## config.mk

```make
export PLATFORM = sky130hd
export DESIGN_NAME = mips_decode_alu_cp0_flat
export DESIGN_NICKNAME = d
export VERILOG_FILES = /design/src/rtl/mips_decode_alu_cp0_pkg.sv /design/src/rtl/mips_decode_alu_cp0_if.sv /design/src/rtl/mips_decode_alu_cp0_alu.sv /design/src/rtl/mips_decode_alu_cp0.sv /design/src/flat_wrapper.sv
export SDC_FILE = /design/constraint.sdc
export NUM_CORES = 1
export LEC_CHECK = 0
export ABC_AREA = 1
export CAP_MARGIN = 15
export CORE_UTILIZATION = 50
export CTS_CLUSTER_DIAMETER = 200
export DETAILED_ROUTE_END_ITERATION = 7
export PLACE_DENSITY = 0.77
export SETUP_SLACK_MARGIN = 0.1
export SLEW_MARGIN = 25
export SYNTH_ARGS = -nofsm -noshare
export SYNTH_HDL_FRONTEND = slang
export SYNTH_HIERARCHICAL = 1
export SYNTH_SLANG_ARGS = --single-unit
```

## constraint.sdc

```tcl
create_clock -name clk -period 12.5 [get_ports clk]
set_clock_uncertainty 0.05 [all_clocks]
set_input_delay 3.125 -clock clk [delete_from_list [all_inputs] [get_ports clk]]
set_output_delay 3.125 -clock clk [all_outputs]
set_load 0.005 [all_outputs]
```

## src/rtl/mips_decode_alu_cp0_pkg.sv

```systemverilog
// Shared constants for the decode/ALU/CP0 slice: ALU op codes, MIPS opcode and
// funct values, CP0 register indices and the decoded control-flag bundle.
package mips_decode_alu_cp0_pkg;

  localparam logic [3:0] ALU_SLL  = 4'd0;
  localparam logic [3:0] ALU_SRA  = 4'd1;
  localparam logic [3:0] ALU_SRL  = 4'd2;
  localparam logic [3:0] ALU_MUL  = 4'd3;
  localparam logic [3:0] ALU_DIV  = 4'd4;
  localparam logic [3:0] ALU_ADD  = 4'd5;
  localparam logic [3:0] ALU_SUB  = 4'd6;
  localparam logic [3:0] ALU_AND  = 4'd7;
  localparam logic [3:0] ALU_OR   = 4'd8;
  localparam logic [3:0] ALU_XOR  = 4'd9;
  localparam logic [3:0] ALU_NOR  = 4'd10;
  localparam logic [3:0] ALU_SLT  = 4'd11;
  localparam logic [3:0] ALU_SLTU = 4'd12;

  localparam logic [5:0] OP_RTYPE = 6'h00;
  localparam logic [5:0] OP_J     = 6'h02;
  localparam logic [5:0] OP_JAL   = 6'h03;
  localparam logic [5:0] OP_BEQ   = 6'h04;
  localparam logic [5:0] OP_BNE   = 6'h05;
  localparam logic [5:0] OP_ADDI  = 6'h08;
  localparam logic [5:0] OP_ADDIU = 6'h09;
  localparam logic [5:0] OP_SLTI  = 6'h0A;
  localparam logic [5:0] OP_SLTIU = 6'h0B;
  localparam logic [5:0] OP_ANDI  = 6'h0C;
  localparam logic [5:0] OP_ORI   = 6'h0D;
  localparam logic [5:0] OP_XORI  = 6'h0E;
  localparam logic [5:0] OP_COP0  = 6'h10;
  localparam logic [5:0] OP_LW    = 6'h23;
  localparam logic [5:0] OP_SW    = 6'h2B;

  localparam logic [5:0] FN_SLL     = 6'h00;
  localparam logic [5:0] FN_SRL     = 6'h02;
  localparam logic [5:0] FN_SRA     = 6'h03;
  localparam logic [5:0] FN_JR      = 6'h08;
  localparam logic [5:0] FN_SYSCALL = 6'h0C;
  localparam logic [5:0] FN_ERET    = 6'h18;
  localparam logic [5:0] FN_ADD     = 6'h20;
  localparam logic [5:0] FN_ADDU    = 6'h21;
  localparam logic [5:0] FN_SUB     = 6'h22;
  localparam logic [5:0] FN_SUBU    = 6'h23;
  localparam logic [5:0] FN_AND     = 6'h24;
  localparam logic [5:0] FN_OR      = 6'h25;
  localparam logic [5:0] FN_XOR     = 6'h26;
  localparam logic [5:0] FN_NOR     = 6'h27;
  localparam logic [5:0] FN_SLT     = 6'h2A;
  localparam logic [5:0] FN_SLTU    = 6'h2B;

  localparam logic [4:0] RS_MFC0 = 5'h00;
  localparam logic [4:0] RS_MTC0 = 5'h04;
  localparam logic [4:0] RS_CO   = 5'h10;

  localparam logic [4:0] CP0_STATUS = 5'd12;
  localparam logic [4:0] CP0_CAUSE  = 5'd13;
  localparam logic [4:0] CP0_EPC    = 5'd14;

  localparam logic [31:0] STATUS_RST = 32'h0000_000F;

  localparam logic [31:0] VEC0_DEF = 32'h0000_1000;
  localparam logic [31:0] VEC1_DEF = 32'h0000_1100;
  localparam logic [31:0] VEC2_DEF = 32'h0000_1200;

  // Class of an R-type funct; selects which flag group applies.
  typedef enum logic [2:0] {
    RK_NONE,
    RK_SHIFT,
    RK_ALU,
    RK_JR,
    RK_SYSCALL
  } rkind_e;

  typedef struct packed {
    logic reg_dst;
    logic alu_src;
    logic mem_to_reg;
    logic reg_write;
    logic mem_read;
    logic mem_write;
    logic branch;
    logic bne_or_beq;
    logic jump;
    logic is_jr;
    logic is_jal;
    logic is_shamt;
    logic is_syscall;
    logic zero_extend;
    logic is_cop0;
    logic read_rs;
    logic read_rt;
  } ctrl_t;

  // One-hot of the lowest set bit; bit 0 has the highest priority.
  function automatic logic [2:0] lowest_set(input logic [2:0] v);
    logic [2:0] r;
    r = 3'b000;
    if (v[0])      r = 3'b001;
    else if (v[1]) r = 3'b010;
    else if (v[2]) r = 3'b100;
    return r;
  endfunction

endpackage

```

## src/rtl/mips_decode_alu_cp0_if.sv

```systemverilog
// Bus bundle between the decode/ALU/CP0 slice (slave) and the surrounding
// datapath (master).
interface mips_decode_alu_cp0_if;
  logic [31:0] instr;
  logic [31:0] alu_x;
  logic [31:0] alu_y;
  logic [31:0] pc_in;
  logic [31:0] cp0_din;
  logic [2:0]  exp_src;

  logic [3:0]  alu_op;
  logic [31:0] alu_result;
  logic        equal;

  logic reg_dst, alu_src, mem_to_reg, reg_write, mem_read, mem_write;
  logic branch, bne_or_beq, jump, is_jr, is_jal, is_shamt, is_syscall;
  logic zero_extend, is_cop0, read_rs, read_rt;

  logic        has_exp;
  logic        is_eret;
  logic        ex_reg_write;
  logic        exp_block;
  logic [31:0] cp0_pcout;
  logic [31:0] cp0_dout;

  modport slave (
    input  instr, alu_x, alu_y, pc_in, cp0_din, exp_src,
    output alu_op, alu_result, equal,
    output reg_dst, alu_src, mem_to_reg, reg_write, mem_read, mem_write,
    output branch, bne_or_beq, jump, is_jr, is_jal, is_shamt, is_syscall,
    output zero_extend, is_cop0, read_rs, read_rt,
    output has_exp, is_eret, ex_reg_write, exp_block, cp0_pcout, cp0_dout
  );

  modport master (
    output instr, alu_x, alu_y, pc_in, cp0_din, exp_src,
    input  alu_op, alu_result, equal,
    input  reg_dst, alu_src, mem_to_reg, reg_write, mem_read, mem_write,
    input  branch, bne_or_beq, jump, is_jr, is_jal, is_shamt, is_syscall,
    input  zero_extend, is_cop0, read_rs, read_rt,
    input  has_exp, is_eret, ex_reg_write, exp_block, cp0_pcout, cp0_dout
  );
endinterface

```

## src/rtl/mips_decode_alu_cp0_alu.sv

```systemverilog
// Combinational 32-bit ALU. ALU_MULDIV_EN enables MUL/DIV on ops 3/4;
// otherwise those ops, like 13-15, return 0.
module mips_alu
  import mips_decode_alu_cp0_pkg::*;
(
  input  logic [3:0]  op_i,
  input  logic [31:0] x_i,
  input  logic [31:0] y_i,
  output logic [31:0] result_o,
  output logic        equal_o
);

  logic [4:0] sh;
  assign sh      = y_i[4:0];
  assign equal_o = (x_i == y_i);

  // NOTE: every output of a combinational block gets a default first, so no
  // path through the case leaves it unassigned and no latch is inferred.
  always_comb begin
    result_o = 32'd0;
    case (op_i)
      ALU_SLL:  result_o = x_i << sh;
      ALU_SRA:  result_o = 32'($signed(x_i) >>> sh);
      ALU_SRL:  result_o = x_i >> sh;
`ifdef ALU_MULDIV_EN
      ALU_MUL:  result_o = x_i * y_i;
      ALU_DIV:  result_o = (y_i == 32'd0) ? 32'd0 : 32'($signed(x_i) / $signed(y_i));
`endif
      ALU_ADD:  result_o = x_i + y_i;
      ALU_SUB:  result_o = x_i - y_i;
      ALU_AND:  result_o = x_i & y_i;
      ALU_OR:   result_o = x_i | y_i;
      ALU_XOR:  result_o = x_i ^ y_i;
      ALU_NOR:  result_o = ~(x_i | y_i);
      ALU_SLT:  result_o = {31'd0, $signed(x_i) < $signed(y_i)};
      ALU_SLTU: result_o = {31'd0, x_i < y_i};
      default:  result_o = 32'd0;
    endcase
  end

endmodule

```

## src/rtl/mips_decode_alu_cp0.sv

```systemverilog
// Single-cycle MIPS slice: instruction decode, ALU and CP0 (Status/Cause/EPC,
// three prioritised interrupt sources, ERET). ALU_MULDIV_EN enables MUL/DIV.
module mips_decode_alu_cp0
  import mips_decode_alu_cp0_pkg::*;
#(
  parameter logic [31:0] VEC0 = VEC0_DEF,
  parameter logic [31:0] VEC1 = VEC1_DEF,
  parameter logic [31:0] VEC2 = VEC2_DEF
) (
  input  logic                    clk,
  input  logic                    reset,
  mips_decode_alu_cp0_if.slave    bus
);

  logic [5:0] opcode, funct;
  logic [4:0] rs, rd;
  assign opcode = bus.instr[31:26];
  assign rs     = bus.instr[25:21];
  assign rd     = bus.instr[15:11];
  assign funct  = bus.instr[5:0];

  ctrl_t      ctrl;
  logic [3:0] alu_op;
  rkind_e     rkind;

  always_comb begin
    ctrl   = '0;
    alu_op = ALU_ADD;
    rkind  = RK_NONE;
    case (opcode)
      OP_RTYPE: begin
        case (funct)
          FN_SLL:          begin alu_op = ALU_SLL;  rkind = RK_SHIFT; end
          FN_SRA:          begin alu_op = ALU_SRA;  rkind = RK_SHIFT; end
          FN_SRL:          begin alu_op = ALU_SRL;  rkind = RK_SHIFT; end
          FN_ADD, FN_ADDU: begin alu_op = ALU_ADD;  rkind = RK_ALU;   end
          FN_SUB, FN_SUBU: begin alu_op = ALU_SUB;  rkind = RK_ALU;   end
          FN_AND:          begin alu_op = ALU_AND;  rkind = RK_ALU;   end
          FN_OR:           begin alu_op = ALU_OR;   rkind = RK_ALU;   end
          FN_XOR:          begin alu_op = ALU_XOR;  rkind = RK_ALU;   end
          FN_NOR:          begin alu_op = ALU_NOR;  rkind = RK_ALU;   end
          FN_SLT:          begin alu_op = ALU_SLT;  rkind = RK_ALU;   end
          FN_SLTU:         begin alu_op = ALU_SLTU; rkind = RK_ALU;   end
          FN_JR:           rkind = RK_JR;
          FN_SYSCALL:      rkind = RK_SYSCALL;
          default:         rkind = RK_NONE;
        endcase
        // Shifts take rt as x and shamt as y, so rs is not read.
        ctrl.reg_dst    = (rkind != RK_NONE);
        ctrl.reg_write  = (rkind == RK_SHIFT) || (rkind == RK_ALU);
        ctrl.is_shamt   = (rkind == RK_SHIFT);
        ctrl.is_jr      = (rkind == RK_JR);
        ctrl.is_syscall = (rkind == RK_SYSCALL);
        ctrl.read_rs    = (rkind == RK_ALU) || (rkind == RK_JR);
        ctrl.read_rt    = (rkind == RK_ALU) || (rkind == RK_SHIFT);
      end
      OP_ADDI, OP_ADDIU, OP_SLTI, OP_SLTIU, OP_ANDI, OP_ORI, OP_XORI: begin
        ctrl.alu_src   = 1'b1;
        ctrl.reg_write = 1'b1;
        ctrl.read_rs   = 1'b1;
        case (opcode)
          OP_SLTI:  alu_op = ALU_SLT;
          OP_SLTIU: alu_op = ALU_SLTU;
          OP_ANDI:  alu_op = ALU_AND;
          OP_ORI:   alu_op = ALU_OR;
          OP_XORI:  alu_op = ALU_XOR;
          default:  alu_op = ALU_ADD;
        endcase
        ctrl.zero_extend = (opcode == OP_ANDI) || (opcode == OP_ORI) || (opcode == OP_XORI);
      end
      OP_LW: begin
        ctrl.mem_read   = 1'b1;
        ctrl.mem_to_reg = 1'b1;
        ctrl.alu_src    = 1'b1;
        ctrl.reg_write  = 1'b1;
        ctrl.read_rs    = 1'b1;
      end
      OP_SW: begin
        ctrl.mem_write = 1'b1;
        ctrl.alu_src   = 1'b1;
        ctrl.read_rs   = 1'b1;
        ctrl.read_rt   = 1'b1;
      end
      OP_BEQ, OP_BNE: begin
        alu_op          = ALU_SUB;
        ctrl.branch     = 1'b1;
        ctrl.bne_or_beq = (opcode == OP_BEQ);
        ctrl.read_rs    = 1'b1;
        ctrl.read_rt    = 1'b1;
      end
      OP_J:   ctrl.jump = 1'b1;
      OP_JAL: begin
        ctrl.jump      = 1'b1;
        ctrl.is_jal    = 1'b1;
        ctrl.reg_write = 1'b1;
      end
      OP_COP0: begin
        ctrl.is_cop0 = 1'b1;
        ctrl.read_rt = (rs == RS_MTC0);
      end
      default: ;
    endcase
  end

  mips_alu u_alu (
    .op_i     (alu_op),
    .x_i      (bus.alu_x),
    .y_i      (bus.alu_y),
    .result_o (bus.alu_result),
    .equal_o  (bus.equal)
  );

  assign bus.alu_op      = alu_op;
  assign bus.reg_dst     = ctrl.reg_dst;
  assign bus.alu_src     = ctrl.alu_src;
  assign bus.mem_to_reg  = ctrl.mem_to_reg;
  assign bus.reg_write   = ctrl.reg_write;
  assign bus.mem_read    = ctrl.mem_read;
  assign bus.mem_write   = ctrl.mem_write;
  assign bus.branch      = ctrl.branch;
  assign bus.bne_or_beq  = ctrl.bne_or_beq;
  assign bus.jump        = ctrl.jump;
  assign bus.is_jr       = ctrl.is_jr;
  assign bus.is_jal      = ctrl.is_jal;
  assign bus.is_shamt    = ctrl.is_shamt;
  assign bus.is_syscall  = ctrl.is_syscall;
  assign bus.zero_extend = ctrl.zero_extend;
  assign bus.is_cop0     = ctrl.is_cop0;
  assign bus.read_rs     = ctrl.read_rs;
  assign bus.read_rt     = ctrl.read_rt;

  logic is_mfc0, is_mtc0, is_eret;
  assign is_mfc0 = ctrl.is_cop0 && (rs == RS_MFC0);
  assign is_mtc0 = ctrl.is_cop0 && (rs == RS_MTC0);
  assign is_eret = ctrl.is_cop0 && (rs == RS_CO) && (funct == FN_ERET);

  logic [31:0] status_q, status_d;
  logic [2:0]  cause_q,  cause_d;
  logic [31:0] epc_q,    epc_d;

  logic [2:0]  pend_en, take;
  logic        has_exp;
  logic [31:0] vec;
  logic [31:0] rd_data;

  assign pend_en = cause_q & status_q[3:1];
  assign has_exp = status_q[0] && (|pend_en) && !is_eret;
  assign take    = lowest_set(pend_en);

  always_comb begin
    vec = VEC2;
    if (take[0])      vec = VEC0;
    else if (take[1]) vec = VEC1;
  end

  always_comb begin
    rd_data = 32'd0;
    case (rd)
      CP0_STATUS: rd_data = status_q;
      CP0_CAUSE:  rd_data = {29'd0, cause_q};
      CP0_EPC:    rd_data = epc_q;
      default:    rd_data = 32'd0;
    endcase
  end

  // Priority, lowest to highest: MTC0, pending latch, ERET, exception entry.
  // Later assignments override, so the exception's IE clear beats an MTC0 to
  // Status and clearing the taken source beats re-latching it.
  always_comb begin
    status_d = status_q;
    cause_d  = cause_q;
    epc_d    = epc_q;
    if (is_mtc0) begin
      case (rd)
        CP0_STATUS: status_d = bus.cp0_din;
        CP0_CAUSE:  cause_d  = bus.cp0_din[2:0];
        CP0_EPC:    epc_d    = bus.cp0_din;
        default: ;
      endcase
    end
    cause_d = cause_d | bus.exp_src;
    if (is_eret) status_d[0] = 1'b1;
    if (has_exp) begin
      status_d[0] = 1'b0;
      epc_d       = bus.pc_in;
      cause_d     = cause_d & ~take;
    end
  end

  // NOTE: state registers use non-blocking assignments so every register
  // samples its pre-edge value regardless of statement order.
  always_ff @(posedge clk or negedge reset) begin
    if (!reset) begin
      status_q <= STATUS_RST;
      cause_q  <= 3'd0;
      epc_q    <= 32'd0;
    end else begin
      status_q <= status_d;
      cause_q  <= cause_d;
      epc_q    <= epc_d;
    end
  end

  assign bus.has_exp      = has_exp;
  assign bus.is_eret      = is_eret;
  assign bus.ex_reg_write = is_mfc0;
  assign bus.exp_block    = ~status_q[0];
  assign bus.cp0_pcout    = has_exp ? vec : epc_q;
  assign bus.cp0_dout     = is_mfc0 ? rd_data : 32'd0;

endmodule

```

## src/flat_wrapper.sv

```systemverilog
// flat-port wrapper written by rule: the top's interface ports become plain ports
module mips_decode_alu_cp0_flat import mips_decode_alu_cp0_pkg::*;
#(
  parameter logic [31:0] VEC0 = VEC0_DEF,
  parameter logic [31:0] VEC1 = VEC1_DEF,
  parameter logic [31:0] VEC2 = VEC2_DEF
)
  (clk, reset, bus_instr, bus_alu_x, bus_alu_y, bus_pc_in, bus_cp0_din, bus_exp_src, bus_alu_op, bus_alu_result, bus_equal, bus_reg_dst, bus_alu_src, bus_mem_to_reg, bus_reg_write, bus_mem_read, bus_mem_write, bus_branch, bus_bne_or_beq, bus_jump, bus_is_jr, bus_is_jal, bus_is_shamt, bus_is_syscall, bus_zero_extend, bus_is_cop0, bus_read_rs, bus_read_rt, bus_has_exp, bus_is_eret, bus_ex_reg_write, bus_exp_block, bus_cp0_pcout, bus_cp0_dout);
  mips_decode_alu_cp0_if bus_i ();
  input  logic clk;
  input  logic reset;
  input wire logic [$bits(bus_i.instr)-1:0] bus_instr;
  input wire logic [$bits(bus_i.alu_x)-1:0] bus_alu_x;
  input wire logic [$bits(bus_i.alu_y)-1:0] bus_alu_y;
  input wire logic [$bits(bus_i.pc_in)-1:0] bus_pc_in;
  input wire logic [$bits(bus_i.cp0_din)-1:0] bus_cp0_din;
  input wire logic [$bits(bus_i.exp_src)-1:0] bus_exp_src;
  output wire logic [$bits(bus_i.alu_op)-1:0] bus_alu_op;
  output wire logic [$bits(bus_i.alu_result)-1:0] bus_alu_result;
  output wire logic [$bits(bus_i.equal)-1:0] bus_equal;
  output wire logic [$bits(bus_i.reg_dst)-1:0] bus_reg_dst;
  output wire logic [$bits(bus_i.alu_src)-1:0] bus_alu_src;
  output wire logic [$bits(bus_i.mem_to_reg)-1:0] bus_mem_to_reg;
  output wire logic [$bits(bus_i.reg_write)-1:0] bus_reg_write;
  output wire logic [$bits(bus_i.mem_read)-1:0] bus_mem_read;
  output wire logic [$bits(bus_i.mem_write)-1:0] bus_mem_write;
  output wire logic [$bits(bus_i.branch)-1:0] bus_branch;
  output wire logic [$bits(bus_i.bne_or_beq)-1:0] bus_bne_or_beq;
  output wire logic [$bits(bus_i.jump)-1:0] bus_jump;
  output wire logic [$bits(bus_i.is_jr)-1:0] bus_is_jr;
  output wire logic [$bits(bus_i.is_jal)-1:0] bus_is_jal;
  output wire logic [$bits(bus_i.is_shamt)-1:0] bus_is_shamt;
  output wire logic [$bits(bus_i.is_syscall)-1:0] bus_is_syscall;
  output wire logic [$bits(bus_i.zero_extend)-1:0] bus_zero_extend;
  output wire logic [$bits(bus_i.is_cop0)-1:0] bus_is_cop0;
  output wire logic [$bits(bus_i.read_rs)-1:0] bus_read_rs;
  output wire logic [$bits(bus_i.read_rt)-1:0] bus_read_rt;
  output wire logic [$bits(bus_i.has_exp)-1:0] bus_has_exp;
  output wire logic [$bits(bus_i.is_eret)-1:0] bus_is_eret;
  output wire logic [$bits(bus_i.ex_reg_write)-1:0] bus_ex_reg_write;
  output wire logic [$bits(bus_i.exp_block)-1:0] bus_exp_block;
  output wire logic [$bits(bus_i.cp0_pcout)-1:0] bus_cp0_pcout;
  output wire logic [$bits(bus_i.cp0_dout)-1:0] bus_cp0_dout;
  assign bus_i.instr = bus_instr;
  assign bus_i.alu_x = bus_alu_x;
  assign bus_i.alu_y = bus_alu_y;
  assign bus_i.pc_in = bus_pc_in;
  assign bus_i.cp0_din = bus_cp0_din;
  assign bus_i.exp_src = bus_exp_src;
  assign bus_alu_op = bus_i.alu_op;
  assign bus_alu_result = bus_i.alu_result;
  assign bus_equal = bus_i.equal;
  assign bus_reg_dst = bus_i.reg_dst;
  assign bus_alu_src = bus_i.alu_src;
  assign bus_mem_to_reg = bus_i.mem_to_reg;
  assign bus_reg_write = bus_i.reg_write;
  assign bus_mem_read = bus_i.mem_read;
  assign bus_mem_write = bus_i.mem_write;
  assign bus_branch = bus_i.branch;
  assign bus_bne_or_beq = bus_i.bne_or_beq;
  assign bus_jump = bus_i.jump;
  assign bus_is_jr = bus_i.is_jr;
  assign bus_is_jal = bus_i.is_jal;
  assign bus_is_shamt = bus_i.is_shamt;
  assign bus_is_syscall = bus_i.is_syscall;
  assign bus_zero_extend = bus_i.zero_extend;
  assign bus_is_cop0 = bus_i.is_cop0;
  assign bus_read_rs = bus_i.read_rs;
  assign bus_read_rt = bus_i.read_rt;
  assign bus_has_exp = bus_i.has_exp;
  assign bus_is_eret = bus_i.is_eret;
  assign bus_ex_reg_write = bus_i.ex_reg_write;
  assign bus_exp_block = bus_i.exp_block;
  assign bus_cp0_pcout = bus_i.cp0_pcout;
  assign bus_cp0_dout = bus_i.cp0_dout;
  mips_decode_alu_cp0 #(.VEC0(VEC0), .VEC1(VEC1), .VEC2(VEC2)) u_core (.clk(clk), .reset(reset), .bus(bus_i));
endmodule
```

==> run_1/layers.png <==
The bar under the picture is 50 um long. Two of the layers only.
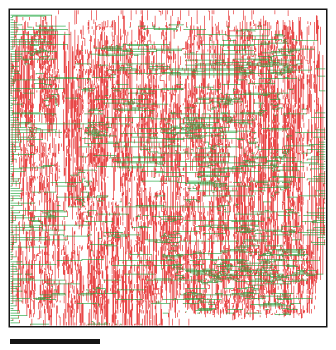
Key: M2 = red [wire length 30.2 mm]; M3 = green [wire length 7690 um]
total track usage: 43.9%
Routed WL per cell: 19.8 um
vias: 20.5k

==> run_1/clock_nets.png <==
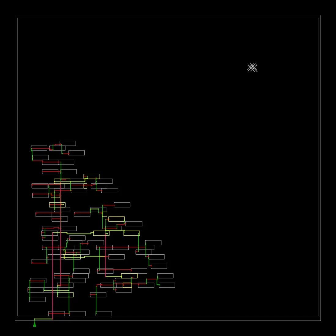
clk pwr: 0.000232 W
clock sink count: 67
clk_buf instances: 12
Latency at later pin: 330 ps
CTS buffer count: 9

==> run_1/clock_wires.png <==
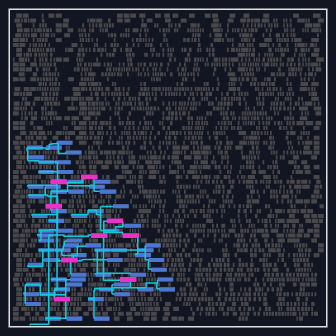
Key: flip-flops = blue [count 67]; clock-net drivers = magenta [count 9]; clock wires = cyan [length 905 um]
There are 10 routed clock nets.
clock network power share: 22.0%

==> results.sh, run 1 <==
# yosys + openroad results
export IMPL_async_flop_share_pct=100
export IMPL_fin_nets=3370
export IMPL_ys_flop_type="dfrtp_1"
export IMPL_path_max_fanout=11
export IMPL_grt_max_degree=73
export IMPL_htree_levels=3
export IMPL_die_w_um=176
export IMPL_min_delay_start="u_core/status_q[14]$_DFFE_PN0P_"
export IMPL_hold_viol_final=0
export IMPL_ir_drop_mv=0.0607
export IMPL_grt_pass1_vias=18700
export IMPL_drt_total_wl_mm=69.0
export IMPL_tool_warnings=114
export IMPL_ctsHoldBuffers=0
export IMPL_lay_top_cells="nand2_1 (1046), nand3_1 (533), inv_1 (391)"
export IMPL_startpoint_type="input port"
export IMPL_grt_setup_unrepaired="no"
export IMPL_syn2layout_area_growth_pct=19.6
export IMPL_tns_ps=0
export IMPL_hold_path_class="reg2reg"
export IMPL_gp_congestion=1.12
export IMPL_first_pass_iters=8
export IMPL_status="finished with violations"
export IMPL_max_freq_ghz=0.0920
export IMPL_synthDistinctLibCells=47
export IMPL_vias_per_cell=5.89
export IMPL_syn_cell_area_um2=15100
export IMPL_tritoncts="yes"
export IMPL_die_h_um=176
export IMPL_ys_ff=67
export IMPL_leakage_nw=9.62
export IMPL_detail_route_antenna_nets=0
export IMPL_period_used_pct=87.0
export IMPL_edf_count=0
export IMPL_clockRootBuffer="clkbuf_16"
export IMPL_fin_crit_ps=10870
export IMPL_grt_pass1_wl_mm=105
export IMPL_antenna_found_initial=1
export IMPL_syn_avg_cell_area_um2=5.18
export IMPL_violations="design-rule violations"
export IMPL_fin_hold_ws_ps=431
export IMPL_largest_area_cell="nand2_1"
export IMPL_power_density_nw_per_um2=58.3
export IMPL_top_area_share_pct=26.0
export IMPL_syn_num_nets=3193
export IMPL_critPathTopFamily="simple AND/OR/NAND/NOR gates"
export IMPL_synthTopCellsByArea="nand2_1 (26%), nand3_1 (18%), dfrtp_1 (10%)"
export IMPL_min_path_cells=2
export IMPL_critPathLaunch="bus_instr[30]"
export IMPL_worstSetupEndpointType="primary output"
export IMPL_worst_path_buf_inv=7
export IMPL_final_layout_size_suffix_gt1_share_pct=3.10
export IMPL_r2r_start="u_core/status_q[2]$_DFFE_PN1P_"
export IMPL_max_slew_worst_pin_slew_ps=893
export IMPL_clock_path_buffers=2
export IMPL_setup_violations=0
export IMPL_syn_inst=2916
export IMPL_crit_cells=20
export IMPL_ios=287
export IMPL_slew_headroom_pct=40.3
export IMPL_critical_path_required_ps=9320
export IMPL_lay_top_count="nand2_1"
export IMPL_clk_pin_slew_ps=50
export IMPL_cts_setup_buffers=0
export IMPL_reg2reg_depth=10
export IMPL_hpwlAfterDp_mm=55.3
export IMPL_fp_util_pct=50.9
export IMPL_route_detailed_drc=14
export IMPL_yosysSeqAreaShare_pct=11.1
export IMPL_crit_top_cell="nand2_1"
export IMPL_crit_arrival_ps=7700
export IMPL_die_area_um2=30900
export IMPL_drt_iter0_markers=3096
export IMPL_overflow=0
export IMPL_worstSetupPathType="in2out"
export IMPL_yosys_cells=2916
export IMPL_port_buffers=276
export IMPL_path_cells="clkdlybuf4s50_1 > nor2_2 > inv_1 > nor3_2 > inv_1 > nand2_1 > a21oi_1 > nand3_1 > inv_2 > nand2_2 > inv_2 > nand2_1 > inv_1 > nor2_1 > nand2_1 > a21oi_1 > nand3_1 > nor2_1 > nand2_1 > clkdlybuf4s50_1"
export IMPL_crit_slowest_cell="clkdlybuf4s50_1"
export IMPL_num_rows=63
export IMPL_coreArea_um2=29700
export IMPL_ys_warn_count=6
export IMPL_yosysChipArea_um2=15100
export IMPL_drv_slew=0
export IMPL_slowest_delay_ps=480
export IMPL_cts_resized_gates=0
export IMPL_cap_violations=0
[run 1: synthesized netlist by cell type (8+ instances only)]
master and count:
o211ai_1 24, inv_1 392, dfrtp_1 63, buf_4 15, nand2_1 1046, nand3_1 533
o21ai_0 68, ha_1 110, nor2_2 9, nor2_1 247, nand4_1 41, and2_1 17
o21bai_1 9, inv_2 17, buf_6 8, a21oi_1 105, clkbuf_1 29, nor3_1 23
buf_2 69
[run 1: cells by family after synthesis]
| family | synth area share [%] |
|---|---|
| simple gates | 55.1 |
| buf+inv | 14.8 |
| compound gates | 9.35 |
| fa+ha+maj | 9.37 |
| flops | 11.1 |
| mux | 0.199 |
[run 1: final cells by class]
cell class | instances | area (um2)
Fill cell | 3065 | 11600
Multi-Input combinational cell | 2308 | 11200
Timing Repair Buffer | 296 | 2890
Sequential cell | 67 | 1680
Inverter | 411 | 1550
Tap cell | 390 | 488
Clock buffer | 12 | 256
Clock inverter | 2 | 12.5
Antenna cell | 1 | 2.50
[run 1: layer usage]
metal,global-route usage (%),up-vias,routed length (um)
li1,-,9660,-
met3,7.68,318,7690
met1,52.9,9066,25500
met5,0,-,0
met4,30.7,0,5650
met2,70.9,1481,30200
[run 1: power by group]
part / internal [W] / switching (W)
registers: 0.000217 / 0.000000111
logic: 0.000214 / 0.000390
clock network: 0.000142 / 0.0000896
[run 1: final timing paths]
kind	slack, ps	end
setup / recovery	1630	bus_alu_result[0]
hold / removal	430	u_core/status_q[14]$_DFFE_PN0P_
setup reg to reg	10130	u_core/cause_q[1]$_DFF_PN0_
hold reg to reg	430	u_core/status_q[14]$_DFFE_PN0P_
max in group asynchronous	8880	u_core/cause_q[0]$_DFF_PN0_
min in group asynchronous	2930	u_core/epc_q[17]$_DFFE_PN0P_
[run 1: registers in the layout (all words and copies together), names as in the netlist]
signal,flops
u_core/epc_q,32
u_core/status_q,32
u_core/cause_q,3
[run 1: per-stage QoR]
stage	setup slack (ps)	cells	utilization, %	total power [W]	area [um2]
final	1630	3487	60.8	0.00105	18100
after detailed placement	1840	3472	59.9	0.000804	17800
after floorplan	4030	2916	-	0.000555	15100
after CTS	1800	3486	60.8	0.00104	18100
after global routing	1390	3487	60.8	0.00111	18100
after global placement	1920	3472	59.9	0.000796	17800
[run 1: worst register-to-register path, stage by stage, from the launching register on]
cell	delay (ps)
dfstp_2	540
nand2_1	90
nand3_1	120
nand2_1	90
inv_1	100
nand2_2	70
inv_2	390
buf_4	470
nand2_1	200
nand2_1	110
inv_1	40
## Run 2: what changed since run 1
--- a/config.mk
+++ b/config.mk
@@ -7,6 +7,7 @@
 export LEC_CHECK = 0
 export ABC_AREA = 1
 export CAP_MARGIN = 15
+export CORE_ASPECT_RATIO = 1.25
 export CORE_UTILIZATION = 50
 export CTS_CLUSTER_DIAMETER = 200
 export DETAILED_ROUTE_END_ITERATION = 7
==> run 2 against run 1 <==
Largest power group unchanged. Core utilization grew 0.73 points. Synthesized area is the same. The run now ends clean. Combinational power grew 1%. Worst hold slack lost 3.9 ps. Critical endpoint is now bus_alu_result[11]. Clock power grew 27%. Largest cell class unchanged. Sequential cell count is the same. Wire length grew 4.8%. Critical path depth shrank 2. Die size is essentially flat. Sequential share of layout area is essentially flat. Highest routed layer is now met5.
==> results.sh, run 2 <==
# yosys + openroad results
export IMPL_status="finished clean"
export IMPL_detail_route_antenna_nets=0
export IMPL_cts_setup_buffers=0
export IMPL_num_vias=21000
export IMPL_most_common_cell="nand2_1"
export IMPL_worstSetupPathType="in2out"
export IMPL_gp_congestion=1.06
export IMPL_syn_avg_cell_area_um2=5.18
export IMPL_syn_num_nets=3193
export IMPL_top_area_share_pct=26.0
export IMPL_cts_sinks=67
export IMPL_lay_top_count="nand2_1"
export IMPL_finalPower_w=0.00112
export IMPL_yosys_cells=2916
export IMPL_fin_util_pct=61.6
export IMPL_async_flop_share_pct=100
export IMPL_ir_drop_mv=0.155
export IMPL_max_slew_worst_pin_slew_ps=1020
export IMPL_met3_length_mm=7.67
export IMPL_reg_top3="u_core/epc_q: 32 flops, u_core/status_q: 32 flops, u_core/cause_q: 3 flops"
export IMPL_drt_met1_wl_mm=25.0
export IMPL_route_detailed_drc=0
export IMPL_grt_usage_pct=46.3
export IMPL_overflow=0
export IMPL_max_freq_ghz=0.0912
export IMPL_clk_pin_slew_ps=60
export IMPL_num_rows=70
export IMPL_die_w_um=158
export IMPL_highest_layer="met5"
export IMPL_tritoncts="yes"
export IMPL_period_used_pct=87.8
export IMPL_cts_buffers=9
export IMPL_syn2layout_area_growth_pct=20.2
export IMPL_antenna_found_initial=6
export IMPL_power_density_nw_per_um2=61.8
export IMPL_fin_nets=3371
export IMPL_setup_violations=0
export IMPL_synthTopCellsByArea="nand2_1 (26%), nand3_1 (18%), dfrtp_1 (10%)"
export IMPL_drv_slew=0
export IMPL_drt_iter0_markers=2842
export IMPL_slew_headroom_pct=31.5
export IMPL_largest_area_cell="nand2_1"
export IMPL_ys_ff=67
export IMPL_hold_viol_final=0
export IMPL_worstSkewPairLatency_ps=330
export IMPL_die_area_um2=30900
export IMPL_syn_cell_area_um2=15100
export IMPL_clockRootBuffer="clkbuf_16"
export IMPL_tns_ps=0
export IMPL_htree_levels=3
export IMPL_fin_crit_ps=10970
export IMPL_wl_met2_mm=32.8
export IMPL_coreArea_um2=29500
export IMPL_dp_cells=3479
export IMPL_ys_warn_count=6
export IMPL_hpwlAfterDp_mm=56.6
export IMPL_clock_path_buffers=2
export IMPL_startpoint_type="input port"
export IMPL_grt_setup_unrepaired="no"
export IMPL_grt_pass1_wl_mm=109
export IMPL_cap_violations=0
export IMPL_vias_per_cell=6.00
export IMPL_edf_count=0
export IMPL_leakage_nw=9.66
export IMPL_lay_top_cells="nand2_1 (1046), nand3_1 (533), inv_1 (391)"
export IMPL_die_h_um=196
export IMPL_cts_resized_gates=0
export IMPL_port_buffers=276
export IMPL_ios=287
export IMPL_worstSetupEndpointType="primary output"
export IMPL_wl_per_cell_um=20.7
export IMPL_final_cell_count_no_fill=3498
export IMPL_stdcell_area_um2=18200
export IMPL_common_cells="nand2_1 (1046), nand3_1 (533), inv_1 (392)"
export IMPL_ys_flop_type="dfrtp_1"
export IMPL_postPlaceCellArea_um2=17800
export IMPL_first_pass_iters=8
export IMPL_crit_arrival_ps=7800
export IMPL_tool_warnings=114
export IMPL_hold_path_class="reg2reg"
export IMPL_fp_util_pct=51.2
export IMPL_syn_inst=2916
export IMPL_drt_total_wl_mm=72.3
export IMPL_path_max_fanout=26
export IMPL_critical_path_required_ps=9320
export IMPL_yosysChipArea_um2=15100
export IMPL_final_layout_size_suffix_gt1_share_pct=3.20
==> run 2: cell counts after synthesis <==
Identical to the previous run, type by type.
==> run 2: per-stage QoR <==
stage                     hold slack [ps]  setup slack [ps]
after floorplan                       399              4030
after global placement                412              1880
after detailed placement              415              1810
after CTS                             432              1800
after global routing                  447              1340
final                                 428              1530
==> run 2: final timing paths <==
| kind | end | slack (ps) | cells past startpoint | from |
|---|---|---|---|---|
| hold reg to reg | u_core/status_q[5]$_DFFE_PN0P_ | 430 | 2 | u_core/status_q[5]$_DFFE_PN0P_ |
| setup / recovery | bus_alu_result[11] | 1530 | 18 | bus_instr[1] |
| hold / removal | u_core/status_q[5]$_DFFE_PN0P_ | 430 | 2 | u_core/status_q[5]$_DFFE_PN0P_ |
| min in group asynchronous | u_core/epc_q[19]$_DFFE_PN0P_ | 2960 | 2 | reset |
| setup reg to reg | u_core/epc_q[8]$_DFFE_PN0P_ | 10260 | 9 | u_core/cause_q[1]$_DFF_PN0_ |
| max in group asynchronous | u_core/status_q[6]$_DFFE_PN0P_ | 8860 | 2 | reset |
==> run 2: layout make-up <==
cell class / count / area (um2)
diodes: 4 / 10.0
clock buffers: 9 / 225
clock inverters: 6 / 113
fillers: 2968 / 11300
inverters: 411 / 1550
multi-input cells: 2308 / 11200
flip-flops and latches: 67 / 1680
well taps: 396 / 495
repair buffers: 297 / 2900
==> run 2: routing by layer <==
metal / up-vias / GRT usage, %
met5: - / 0
met4: 2 / 38.6
met3: 392 / 8.73
met2: 1476 / 75.3
met1: 9475 / 52.4
li1: 9655 / -
==> run 2: where the power goes <==
group	switching, W	leakage, nW	internal, W
logic	0.000398	8.59	0.000214
clock network	0.000100	0.166	0.000194
registers	0.000000114	0.906	0.000217
total	0.000499	9.66	0.000625
==> run 2: kinds of logic after synthesis <==
group / synth area share [%]
compound gates: 9.35
flops: 11.1
mux: 0.199
simple gates: 55.1
buf+inv: 14.8
fa+ha+maj: 9.37
==> run 2: critical path, stage by stage <==
cell and delay, ps:
clkdlybuf4s50_1 640, inv_1 120, nor2_1 230, nand3_1 170, nand3_1 120, nor2_1 50
nand2_1 60, nand2_1 40, nand2_1 220, inv_2 100, nor2_4 130, nand3_1 740
inv_2 930, nand3_1 300, o21ai_1 140, inv_1 50, nand2_1 90, clkdlybuf4s50_1 510
==> run_2/clock_wires.png <==
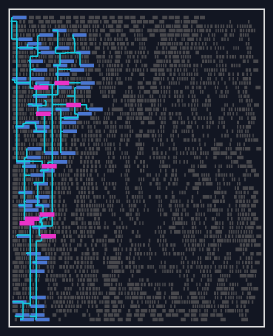
Key: clock wires = cyan [length 985 um]; clock-net drivers = magenta [count 9]; flip-flops = blue [count 67]
Position of the flops: a column on the left. There are 10 routed clock nets.
clock network power share: 26.2%
clk pwr: 0.000295 W

==> run_2/clock_nets.png <==
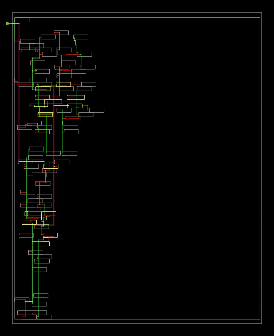
flop count: 67
clk_buf instances: 9

Power figures rest on the tool's default switching activity, not on a simulated workload.
